[src/rtl/icache_fill_ctrl_if.sv]
`default_nettype none
// ============================================================================
//  Module   : icache_fill_ctrl_if
//  Brief    : Fetch / cache / main-memory signal bundle for icache_fill_ctrl.
//  Revision : 1.0 - initial release
// ============================================================================
interface icache_fill_ctrl_if;
    // fetch stage
    logic        fetch_req;
    logic [15:0] fetch_addr;
    logic [15:0] instr;
    logic        instr_vld;
    logic        stall;
    // instruction cache
    logic [13:0] cache_addr;
    logic        cache_re;
    logic        cache_we;
    logic [63:0] cache_wr_data;
    logic        cache_wdirty;
    logic        cache_hit;
    logic [63:0] cache_rd_data;
    // main memory
    logic        mem_re;
    logic [13:0] mem_addr;
    logic [63:0] mem_rd_data;
    // performance monitor
    logic [15:0] miss_cnt;

    // controller side
    modport master (
        input  fetch_req, fetch_addr, cache_hit, cache_rd_data, mem_rd_data,
        output instr, instr_vld, stall, cache_addr, cache_re, cache_we,
               cache_wr_data, cache_wdirty, mem_re, mem_addr, miss_cnt
    );

    // fetch stage, cache array and memory side
    modport slave (
        output fetch_req, fetch_addr, cache_hit, cache_rd_data, mem_rd_data,
        input  instr, instr_vld, stall, cache_addr, cache_re, cache_we,
               cache_wr_data, cache_wdirty, mem_re, mem_addr, miss_cnt
    );
endinterface
`default_nettype wire

[src/rtl/icache_fill_ctrl.sv]
`default_nettype none
// ============================================================================
//  Module   : icache_fill_ctrl
//  Brief    : Direct-mapped I-cache lookup with fixed-latency line fill and
//             saturating miss counter.
//  Revision : 1.0 - initial release
// ============================================================================
module icache_fill_ctrl #(
    parameter int MEM_LAT = 4
) (
    input  wire logic          clk,
    input  wire logic          rst,
    icache_fill_ctrl_if.master bus
);

    localparam int                 CNT_W    = (MEM_LAT > 1) ? $clog2(MEM_LAT) : 1;
    localparam logic [CNT_W-1:0]   CNT_LOAD = CNT_W'(MEM_LAT - 1);
    localparam logic [15:0]        CNT_MAX  = 16'hFFFF;

    typedef enum logic [1:0] {
        ST_IDLE = 2'd0,
        ST_MEM  = 2'd1,
        ST_FILL = 2'd2
    } state_e;

    state_e             state_q;
    logic [CNT_W-1:0]   cnt_q;
    logic [13:0]        line_q;
    logic [1:0]         word_q;
    logic [63:0]        fill_q;
    logic [15:0]        miss_cnt_q;

    logic               w_miss;
    logic [15:0]        w_instr;
    logic               w_instr_vld;
    logic               w_stall;
    logic [13:0]        w_cache_addr;
    logic               w_cache_re;
    logic               w_cache_we;
    logic               w_mem_re;

    function automatic logic [15:0] sel_word(input logic [63:0] line,
                                             input logic [1:0]  k);
        return line[{k, 4'b0000} +: 16];
    endfunction

    assign w_miss = (state_q == ST_IDLE) && bus.fetch_req && !bus.cache_hit;

    // Only the latched line/word are used once a fill starts, so fetch-side
    // protocol violations during a stall cannot corrupt it.
    always_ff @(posedge clk) begin
        if (rst) begin
            state_q    <= ST_IDLE;
            cnt_q      <= '0;
            line_q     <= '0;
            word_q     <= '0;
            fill_q     <= '0;
            miss_cnt_q <= '0;
        end else begin
            case (state_q)
                ST_IDLE: begin
                    if (w_miss) begin
                        state_q <= ST_MEM;
                        line_q  <= bus.fetch_addr[15:2];
                        word_q  <= bus.fetch_addr[1:0];
                        cnt_q   <= CNT_LOAD;
                        if (miss_cnt_q != CNT_MAX) begin
                            miss_cnt_q <= miss_cnt_q + 16'd1;
                        end
                    end
                end
                ST_MEM: begin
                    if (cnt_q == '0) begin
                        fill_q  <= bus.mem_rd_data;
                        state_q <= ST_FILL;
                    end else begin
                        cnt_q <= cnt_q - 1'b1;
                    end
                end
                ST_FILL: begin
                    state_q <= ST_IDLE;
                end
                default: begin
                    state_q <= ST_IDLE;
                end
            endcase
        end
    end

    // Strobes are decoded from state and forced low while reset is held so
    // that a reset mid-fill never produces a write or memory request.
    always_comb begin
        w_instr      = 16'h0000;
        w_instr_vld  = 1'b0;
        w_stall      = 1'b0;
        w_cache_addr = line_q;
        w_cache_re   = 1'b0;
        w_cache_we   = 1'b0;
        w_mem_re     = 1'b0;
        if (!rst) begin
            case (state_q)
                ST_IDLE: begin
                    w_cache_addr = bus.fetch_addr[15:2];
                    w_cache_re   = bus.fetch_req;
                    if (bus.fetch_req) begin
                        if (bus.cache_hit) begin
                            w_instr     = sel_word(bus.cache_rd_data, bus.fetch_addr[1:0]);
                            w_instr_vld = 1'b1;
                        end else begin
                            w_stall = 1'b1;
                        end
                    end
                end
                ST_MEM: begin
                    w_mem_re = 1'b1;
                    w_stall  = 1'b1;
                end
                ST_FILL: begin
                    w_cache_we  = 1'b1;
                    w_instr     = sel_word(fill_q, word_q);
                    w_instr_vld = 1'b1;
                end
                default: begin
                    w_stall = 1'b0;
                end
            endcase
        end
    end

    assign bus.instr         = w_instr;
    assign bus.instr_vld     = w_instr_vld;
    assign bus.stall         = w_stall;
    assign bus.cache_addr    = w_cache_addr;
    assign bus.cache_re      = w_cache_re;
    assign bus.cache_we      = w_cache_we;
    assign bus.cache_wr_data = fill_q;
    assign bus.cache_wdirty  = 1'b0;
    assign bus.mem_re        = w_mem_re;
    assign bus.mem_addr      = line_q;
    assign bus.miss_cnt      = miss_cnt_q;

endmodule
`default_nettype wire

[src/flat_wrapper.sv]
// flat-port wrapper written by rule: the top's interface ports become plain ports
module icache_fill_ctrl_flat 
#(
    parameter int MEM_LAT = 4
)
  (clk, rst, bus_fetch_req, bus_fetch_addr, bus_cache_hit, bus_cache_rd_data, bus_mem_rd_data, bus_instr, bus_instr_vld, bus_stall, bus_cache_addr, bus_cache_re, bus_cache_we, bus_cache_wr_data, bus_cache_wdirty, bus_mem_re, bus_mem_addr, bus_miss_cnt);
  icache_fill_ctrl_if bus_i ();
  input  wire logic clk;
  input  wire logic rst;
  input wire logic [$bits(bus_i.fetch_req)-1:0] bus_fetch_req;
  input wire logic [$bits(bus_i.fetch_addr)-1:0] bus_fetch_addr;
  input wire logic [$bits(bus_i.cache_hit)-1:0] bus_cache_hit;
  input wire logic [$bits(bus_i.cache_rd_data)-1:0] bus_cache_rd_data;
  input wire logic [$bits(bus_i.mem_rd_data)-1:0] bus_mem_rd_data;
  output wire logic [$bits(bus_i.instr)-1:0] bus_instr;
  output wire logic [$bits(bus_i.instr_vld)-1:0] bus_instr_vld;
  output wire logic [$bits(bus_i.stall)-1:0] bus_stall;
  output wire logic [$bits(bus_i.cache_addr)-1:0] bus_cache_addr;
  output wire logic [$bits(bus_i.cache_re)-1:0] bus_cache_re;
  output wire logic [$bits(bus_i.cache_we)-1:0] bus_cache_we;
  output wire logic [$bits(bus_i.cache_wr_data)-1:0] bus_cache_wr_data;
  output wire logic [$bits(bus_i.cache_wdirty)-1:0] bus_cache_wdirty;
  output wire logic [$bits(bus_i.mem_re)-1:0] bus_mem_re;
  output wire logic [$bits(bus_i.mem_addr)-1:0] bus_mem_addr;
  output wire logic [$bits(bus_i.miss_cnt)-1:0] bus_miss_cnt;
  assign bus_i.fetch_req = bus_fetch_req;
  assign bus_i.fetch_addr = bus_fetch_addr;
  assign bus_i.cache_hit = bus_cache_hit;
  assign bus_i.cache_rd_data = bus_cache_rd_data;
  assign bus_i.mem_rd_data = bus_mem_rd_data;
  assign bus_instr = bus_i.instr;
  assign bus_instr_vld = bus_i.instr_vld;
  assign bus_stall = bus_i.stall;
  assign bus_cache_addr = bus_i.cache_addr;
  assign bus_cache_re = bus_i.cache_re;
  assign bus_cache_we = bus_i.cache_we;
  assign bus_cache_wr_data = bus_i.cache_wr_data;
  assign bus_cache_wdirty = bus_i.cache_wdirty;
  assign bus_mem_re = bus_i.mem_re;
  assign bus_mem_addr = bus_i.mem_addr;
  assign bus_miss_cnt = bus_i.miss_cnt;
  icache_fill_ctrl #(.MEM_LAT(MEM_LAT)) u_core (.clk(clk), .rst(rst), .bus(bus_i));
endmodule
[config.mk]
export PLATFORM = sky130hd
export DESIGN_NAME = icache_fill_ctrl_flat
export DESIGN_NICKNAME = d
export VERILOG_FILES = /design/src/rtl/icache_fill_ctrl_if.sv /design/src/rtl/icache_fill_ctrl.sv /design/src/flat_wrapper.sv
export SDC_FILE = /design/constraint.sdc
export NUM_CORES = 1
export LEC_CHECK = 0
export ABC_AREA = 1
export CAP_MARGIN = 30
export CORE_MARGIN = 2
export CORE_UTILIZATION = 40
export CTS_CLUSTER_SIZE = 8
export DETAILED_ROUTE_END_ITERATION = 6
export GPL_ROUTABILITY_DRIVEN = 0
export GPL_TIMING_DRIVEN = 0
export PLACE_DENSITY_LB_ADDON = 0.12
export SLEW_MARGIN = 20
export SYNTH_ARGS = -nofsm -noshare
export SYNTH_HDL_FRONTEND = slang
export SYNTH_SLANG_ARGS = --single-unit
[constraint.sdc]
create_clock -name clk -period 2.4 [get_ports clk]
set_clock_uncertainty 0.2 [all_clocks]
set_input_delay 0.24 -clock clk [delete_from_list [all_inputs] [get_ports clk]]
set_output_delay 0.24 -clock clk [all_outputs]
set_load 0.03 [all_outputs]
==> impl_metrics.toml, run 1 <==
# yosys + openroad results
[critical_path]
cp_num_cells = 8
critPathBufInv = 3
cp_max_fo = 10
worstSetupStartpoint = "u_core.word_q[1]"
slowest_delay_ps = 310
crit_arrival_ps = 1890
path_class = "reg2out"
start_kind = "flip-flop"
rr_worst_depth = 7
rrSetupSlack_ps = 310
crit_chain = "buf_6 -> clkbuf_2 -> a21oi_1 -> o21ai_0 -> nand2_1 -> nand2_1 -> a21oi_1 -> buf_2"
crit_family = "buffers and inverters"
cp-end-kind = "primary output"
r2r-start = "u_core.cnt_q[0]"

[final_layout]
syn2layout_area_growth_pct = 62.12
stdcell_count = 1278
postLayoutCellArea_um2 = 8621
final_net_count = 1247
lay_top_count = "clkdlybuf4s50_1"

[timing]
rsz0062_at_grt = "false"
max_freq_mhz = 429.9
fin_hold_ws_ps = 257.3
fin_crit_sh_pct = 96.93
min_period_ps = 2326
slew_viol_final = 0
relSlewSlack_pct = 60.40
setup_viol = 0
finalHoldViolCount = 0

[power]
power_density_nw_per_um2 = 533.1
power_leader = "sequential cells"
pg_comb_mw = 1.25
ir_drop_mv = 0.3887
p_int_mw = 3.160
power.leakage_nw = 3.237
pwr-share-seq_pct = 39.1
p_sw_share_pct = 31.24
p_sw_mw = 1.436

[yosys]
yosysWarningCount = 0
xor_share_pct = 0.4941
synth-compound-area-share_pct = 24.78
synth_top_area_share_pct = 37.65
logic_family = "AND-OR/OR-AND gates"
topCellsByArea = "dfxtp_1, a21oi_1, o21ai_0, nand2_1, nor2_1"
synth.cellmix.simpleShare_pct = 24.71
ys_sh_adder_pct = 0.4706
synth.avg_cell_area_um2 = 6.557
ys_types = 31
syn-num-nets = 961
synth_area_um2 = 5318
edf_count = 0
ys_cells = 811
yosys.area.top_type = "dfxtp_1"

[detailed_routing]
ant_nets = 0
drt_iter0_drc = 348
dr.pass1.iters = 4
via_per_inst = 5.078
wire_per_inst_um = 16.77
drc = 0

[placed_design]
numPortBuffers = 276
placed_cells = 1263
placed_area_um2 = 8300

[min_path]
hold_start = "bus_mem_rd_data[4]"
holdPathEnd = "u_core.bus.cache_wr_data[4]"
hold-path-cell-count = 3
worstHoldPathType = "in2reg"

[clock_tree]
insertion_delay_ps = 360
hold_buffers = 0
clk_path_buf_depth = 2
path_clk_slew_ps = 70
cts.sinks = 100
cts_root_buf = "clkbuf_16"
cts_tree = "built"
numCtsBuffers = 9
htreeDepth = 3

[grt]
grt_pass1_vias = 5907
grt_start_max_net_pins = 17
antenna_found_initial = 0
grt_pass1_wl_mm = 32.61

[floorplan]
core_um2 = 13140
initial_core_util_pct = 40.48
dieArea_um2 = 14230
dieHeight_um = 119.3
fp.dieW_um = 119.3
ios = 278

[status]
status = "complete, no violations"

[flow_run]
cap_viol_max_count = 0
warnings = 27
## run 1: per-layer routing
layer  part of all wire, %  vias up  GRT usage, %
met5                     0        -             0
met4                   3.0        0         11.18
met3                   7.3       38         5.939
met2                    47      246         48.31
met1                    42     2951         37.25
li1                      -     3255             -
## run 1: synthesized netlist by cell type, types with 2 or more instances
cell / count
nand2_1: 135
nor2_2: 2
dfxtp_1: 100
o21ai_0: 128
nand2_4: 2
nand2_2: 4
nand3_1: 49
nor2_4: 3
o21ai_1: 6
mux2_2: 14
ha_1: 2
inv_1: 58
buf_2: 9
xor2_1: 2
a21oi_1: 128
nand4_1: 5
inv_2: 2
clkbuf_1: 44
nand3b_1: 2
nor2_1: 105
## run 1: state kept, by name (all words and copies together), names as in the netlist
name / flops
u_core.state_q: 2
u_core.bus.miss_cnt: 16
u_core.bus.mem_addr: 14
u_core.cnt_q: 2
u_core.word_q: 2
u_core.bus.cache_wr_data: 64
## run 1: layout make-up
type / count / area (µm²)
sequential: 100 / 2006
buffer: 54 / 282.8
inverter: 61 / 231.5
timing repair buffer: 277 / 2689
multi-input combinational: 594 / 2879
clock inverter: 4 / 56.30
fill: 1219 / 4517
clock buffer: 12 / 256.5
tap: 176 / 220.2
## run 1: logic make-up (layout without fill, tap and decap cells)
logic type | count (synthesis) | in the layout
simple gates | 310 | 310
compound gates | 263 | 263
buf+inv | 117 | 408
flops | 100 | 100
mux | 15 | 15
xor+xnor | 3 | 3
fa+ha+maj | 2 | 2
other cells | 1 | 1
## run 1: what timing repair did
action,CTS,global route
pin swaps,2,1
buffers inserted,1,0
resized,121,45
endpoints found under the hold margin,0,0
endpoints found under the setup margin,34,27
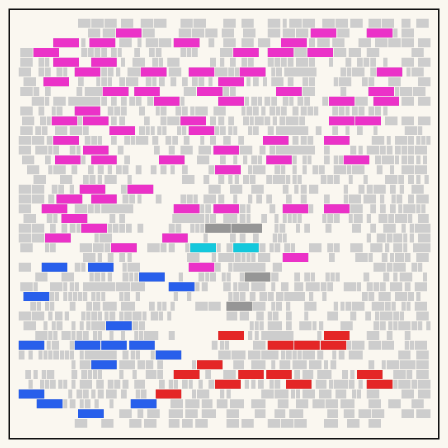
Figure 1: run 1, where the registers sit.
[magenta] u_core.bus.cache_wr_data | flops: 64
[cyan] u_core.cnt_q | flops: 2
[red] u_core.bus.mem_addr | flops: 14
[blue] u_core.bus.miss_cnt | flops: 16 | where: lower left
fin util: 65.62%
sequential cell power: 1.80 mW

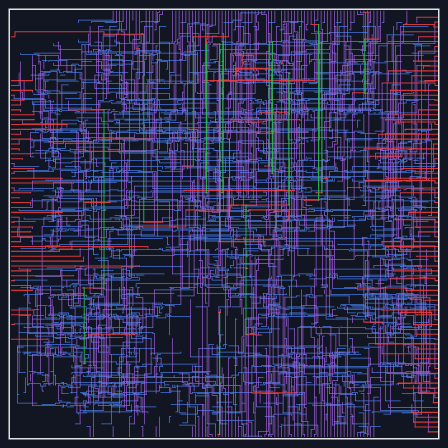
Figure 2: run 1, signal wires by layer.
[blue] M1 | wire length: 9090 µm
[purple] M2 | wire length: 10100 µm
[green] M4 | wire length: 637 µm
[red] M3 | wire length: 1560 µm
drt total wl: 21.43 mm
vias post-DR: 6490
gr usage total: 29.12%

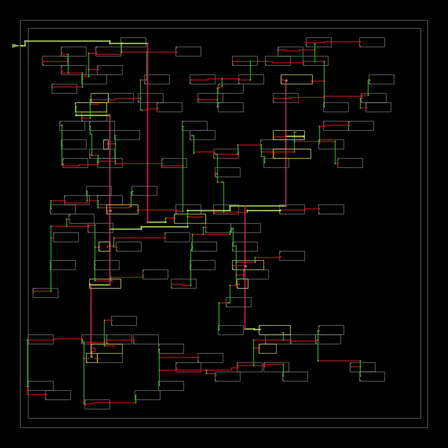
Figure 3: run 1, the clock network.
seq_cells: 100
Clock group: 1.55 mW

Figure 4. Selected gate families (run 1).
Scale bar: 20 µm.
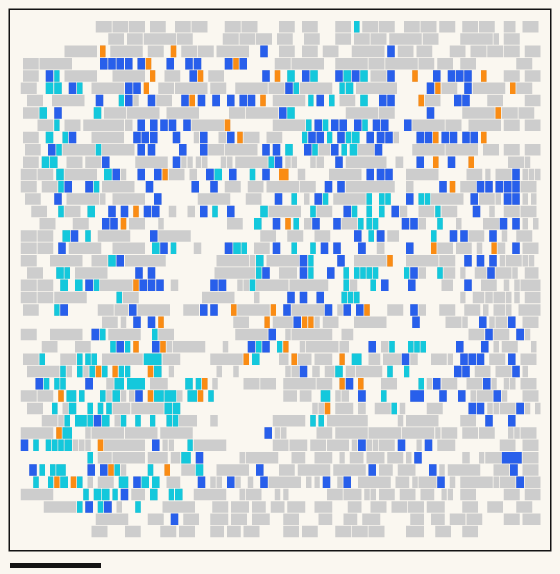

==> run 2: changes to the inputs <==
- CTS_CLUSTER_DIAMETER: unset -> 30
- SKIP_LAST_GASP: unset -> 1
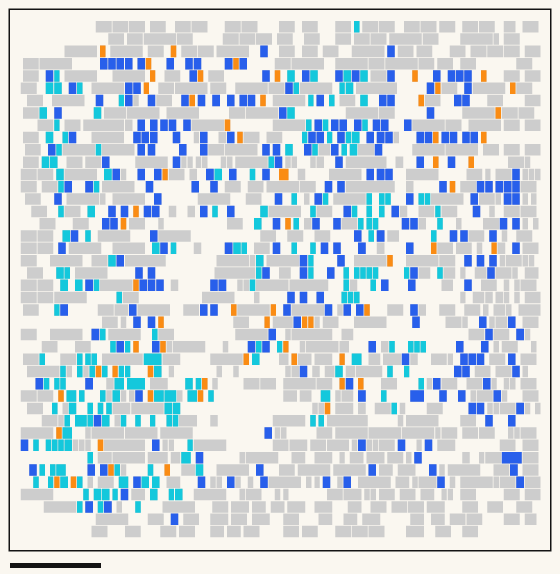
Figure 5: run 2, selected gate families.
Scale bar: 20 µm.
[orange] inv cells | cells: 61 | most used: inv_1 | where: all over the die
[cyan] nand cells | cells: 197 | most used: nand2_1
[blue] aoi and oai cells | cells: 263 | most used: a21oi_1 | where: all over the die
Top cell excl fill/tap: clkdlybuf4s50_1
logic share of the area: 33.43%
Final Non-Filler Cells: 1278

==> impl_metrics.toml, run 2 <==
# yosys + openroad results
[floorplan]
core_um2 = 13140
initial_core_util_pct = 40.48
ios = 278
fp.dieW_um = 119.3

[power]
power.leakage_nw = 3.227
power_density_nw_per_um2 = 533.2
p_sw_share_pct = 31.21
powerSeq_mw = 1.80
power_leader = "sequential cells"
pg_comb_mw = 1.25
p_int_mw = 3.159
ir_drop_mv = 0.3892
pg_clk_mw = 1.55
pwr-share-seq_pct = 39.1

[critical_path]
crit_family = "buffers and inverters"
start_kind = "primary input"
slowest_delay_ps = 570
cp_max_fo = 10
path_class = "in2out"
cp-end-kind = "primary output"
crit_arrival_ps = 1920
crit_chain = "clkdlybuf4s50_1 -> clkbuf_4 -> o21ai_0 -> o22ai_2 -> nand3_1 -> nand2_1 -> clkdlybuf4s15_2"

[clock_tree]
insertion_delay_ps = 360
clk_path_buf_depth = 2
htreeDepth = 3
numCtsBuffers = 9
cts_root_buf = "clkbuf_16"
cts.sinks = 100
cts_tree = "built"
path_clk_slew_ps = 70

[timing]
slew_viol_final = 0
fin_hold_ws_ps = 258.1
max_freq_mhz = 424.3
setup_viol = 0
min_period_ps = 2357
relSlewSlack_pct = 60.28

[yosys]
syn-num-nets = 961
top_cells_by_count = "nand2_1, a21oi_1, o21ai_0, nor2_1, dfxtp_1"
topCellsByArea = "dfxtp_1, a21oi_1, o21ai_0, nand2_1, nor2_1"
yosysMostFrequentCell = "nand2_1"
synth_area_um2 = 5318
ys_types = 31
edf_count = 0
yosysWarningCount = 0
synth.avg_cell_area_um2 = 6.557

[status]
status = "complete, no violations"

[placed_design]
placed_area_um2 = 8300
numPortBuffers = 276
placed_cells = 1263

[final_layout]
postLayoutCellArea_um2 = 8613
largest_register_ffs = 64
final_net_count = 1247
syn2layout_area_growth_pct = 61.98
final_util_pct = 65.56

[grt]
grt_pass1_wl_mm = 32.61
globalRouteTotalUtil_pct = 29.12
grt_pass1_vias = 5907

[detailed_routing]
dr.pass1.iters = 5
drt_iter0_drc = 351

[flow_run]
cap_viol_max_count = 0
warnings = 28

[min_path]
worstHoldPathType = "in2reg"
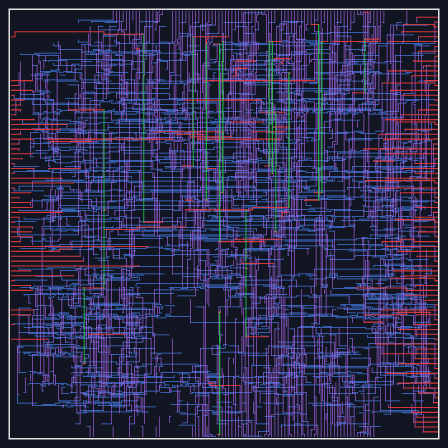
Figure 6: run 2, signal wires by layer.
[green] M4 | wire length: 617 µm
[purple] M2 | wire length: 10100 µm
[blue] M1 | wire length: 9170 µm
[red] M3 | wire length: 1530 µm
wire per inst: 16.79 µm
drt total wl: 21.46 mm
vias post-DR: 6479

## run 2: cell counts after synthesis
Identical to the previous run, type by type.
## run 2: repair_timing
action | in CTS | in global routing
gates resized | 116 | 50
cloned | 0 | 0
pin swaps | 2 | 0
endpoints found under the setup margin | 34 | 27
setup buffers | 1 | 0
## run 2: tightest hold or removal path: cells and delay by family
kind                   cells  cell delay (ps)
AND-OR/OR-AND              1               60
buffers and inverters      1              390
AND/OR/NAND/NOR            1               80
## run 2: path summary, 6_finish.rpt
check                            endpoint  slack, ps  depth (start not counted)                    startpoint
max reg2reg  u_core.bus.cache_wr_data[47]        270                          7               u_core.cnt_q[0]
max                         bus_instr[15]         40                          7             bus_fetch_addr[0]
min           u_core.bus.cache_wr_data[4]        260                          3            bus_mem_rd_data[4]
min reg2reg  u_core.bus.cache_wr_data[21]        270                          2  u_core.bus.cache_wr_data[21]
## run 2: per-layer routing
layer,track usage (%),share of wire [%]
met1,37.25,43
met2,48.31,47
met3,5.939,7.1
met4,11.18,2.9
met5,0,0
## run 2: layout make-up
cell class | instances | area [µm²]
multi-input cells | 594 | 2879
clock buffers | 12 | 256.5
plain buffers | 54 | 276.5
inverters | 61 | 231.5
repair buffers | 277 | 2688
flip-flops and latches | 100 | 2006
fillers | 1223 | 4524
well taps | 176 | 220.2
clock inverters | 4 | 56.30
## run 2: cell families after synthesis
group | synth area share [%]
AOI/OAI and AO/OA | 24.78
xor gates and xnor gates | 0.4942
adders and majority gates | 0.4705
buffers and inverters | 8.682
DFF | 37.65
muxes | 3.153
other | 0.07052
and+or+nand+nor | 24.71
==> run 3: changes to the inputs <==
- CAP_MARGIN: 30 -> 10
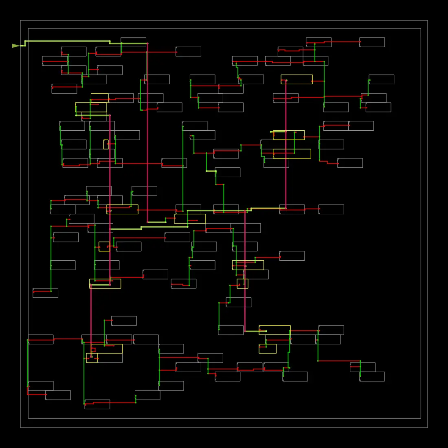
Figure 7: run 3, the clock network.
CTS buffer count: 9
clk_buf instances: 12
CTS Sinks: 100

==> impl_metrics.toml, run 3 <==
# yosys + openroad results
[yosys]
yosysWarningCount = 0
syn-num-nets = 961
top_cells_by_count = "nand2_1, a21oi_1, o21ai_0, nor2_1, dfxtp_1"
yosysMostFrequentCell = "nand2_1"
ys_types = 31
topCellsByArea = "dfxtp_1, a21oi_1, o21ai_0, nand2_1, nor2_1"
ys_ff = 100
synth_area_um2 = 5318
edf_count = 0

[floorplan]
ios = 278
fp.dieW_um = 119.3
initial_core_util_pct = 40.48
core_um2 = 13140

[critical_path]
crit_arrival_ps = 1920
cp_max_fo = 10
crit_chain = "clkdlybuf4s50_1 -> clkbuf_4 -> o21ai_0 -> o22ai_2 -> nand3_1 -> nand2_1 -> clkdlybuf4s15_2"
path_class = "in2out"
rrSetupSlack_ps = 270
cp-end-kind = "primary output"
crit_family = "buffers and inverters"
start_kind = "primary input"

[timing]
slew_viol_final = 0
relSlewSlack_pct = 60.28
max_freq_mhz = 424.3
fin_hold_ws_ps = 258.1
min_period_ps = 2357

[status]
status = "complete, no violations"

[clock_tree]
htreeDepth = 3
post_cts_buffers = 1
cts_resized = 116
path_clk_slew_ps = 70
insertion_delay_ps = 360
clk_path_buf_depth = 2

[power]
pg_clk_mw = 1.55
powerSeq_mw = 1.80
p_sw_share_pct = 31.21
power_leader = "sequential cells"
p_int_mw = 3.159
pwr-share-seq_pct = 39.1
ir_drop_mv = 0.3892
pg_comb_mw = 1.25
power_density_nw_per_um2 = 533.2

[grt]
grt_pass1_vias = 5907
grt_pass1_wl_mm = 32.61

[final_layout]
stdcell_count = 1278
lay_top_count = "clkdlybuf4s50_1"
largest_register_ffs = 64
final_net_count = 1247
postLayoutCellArea_um2 = 8613
syn2layout_area_growth_pct = 61.98

[detailed_routing]
dr.pass1.iters = 5
num_vias = 6479
drt_iter0_drc = 351
wire_per_inst_um = 16.79
routed_wl_mm = 21.46

[placed_design]
numPortBuffers = 276
placed_area_um2 = 8300
placed_cells = 1263

[flow_run]
cap_viol_max_count = 0
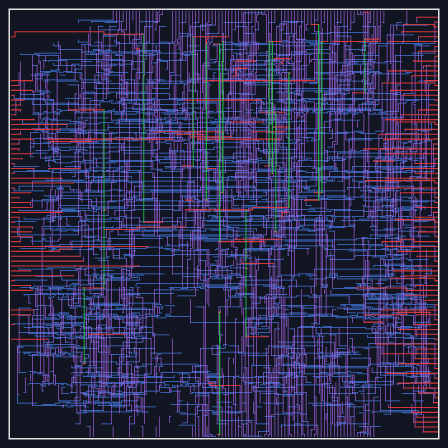
Figure 8: run 3, signal wires by layer.
[green] M4 | wire length: 617 µm
[blue] M1 | wire length: 9170 µm
[red] M3 | wire length: 1530 µm
[purple] M2 | wire length: 10100 µm

==> run 3: per-stage QoR <==
stage / utilization, % / total power, mW
detailed placement: 63.18 / 3.082
CTS: 65.65 / 4.593
finish: 65.56 / 4.593
global placement: 63.18 / 3.074
floorplan: - / 2.449
global route: 65.56 / 4.766
==> run 3: cells by family (layout without fill, tap and decap cells) <==
family                     Yosys count  after routing  share of synthesized area (%)
other                                1              1                        0.07052
AOI/OAI and AO/OA                  263            263                          24.78
buffers and inverters              117            408                          8.682
adders and majority gates            2              2                         0.4705
muxes                               15             15                          3.153
xor gates and xnor gates             3              3                         0.4942
DFF                                100            100                          37.65
and+or+nand+nor                    310            310                          24.71
==> run 3: metal layers <==
layer	GRT usage (%)	part of all wire (%)
met5	0	0
met4	11.18	2.9
met3	5.939	7.1
met2	48.31	47
met1	37.25	43
==> run 3: area by class of cell <==
type	count	area [µm²]
timing repair buffer	277	2688
inverter	61	231.5
clock buffer	12	256.5
multi-input combinational	594	2879
fill	1223	4524
clock inverter	4	56.30
tap	176	220.2
sequential	100	2006
buffer	54	276.5
==> run 3: tightest hold or removal path, cell delays in order <==
cell             delay [ps]
clkdlybuf4s50_1         390
nand3_1                  80
a21oi_1                  60
==> run 3: worst paths after layout <==
kind,startpoint,to,depth (start not counted)
hold / removal,bus_mem_rd_data[4],u_core.bus.cache_wr_data[4],3
hold reg to reg,u_core.bus.cache_wr_data[21],u_core.bus.cache_wr_data[21],2
setup / recovery,bus_fetch_addr[0],bus_instr[15],7
setup reg to reg,u_core.cnt_q[0],u_core.bus.cache_wr_data[47],7
No activity file was given, so power comes from the tool's default toggle rates.
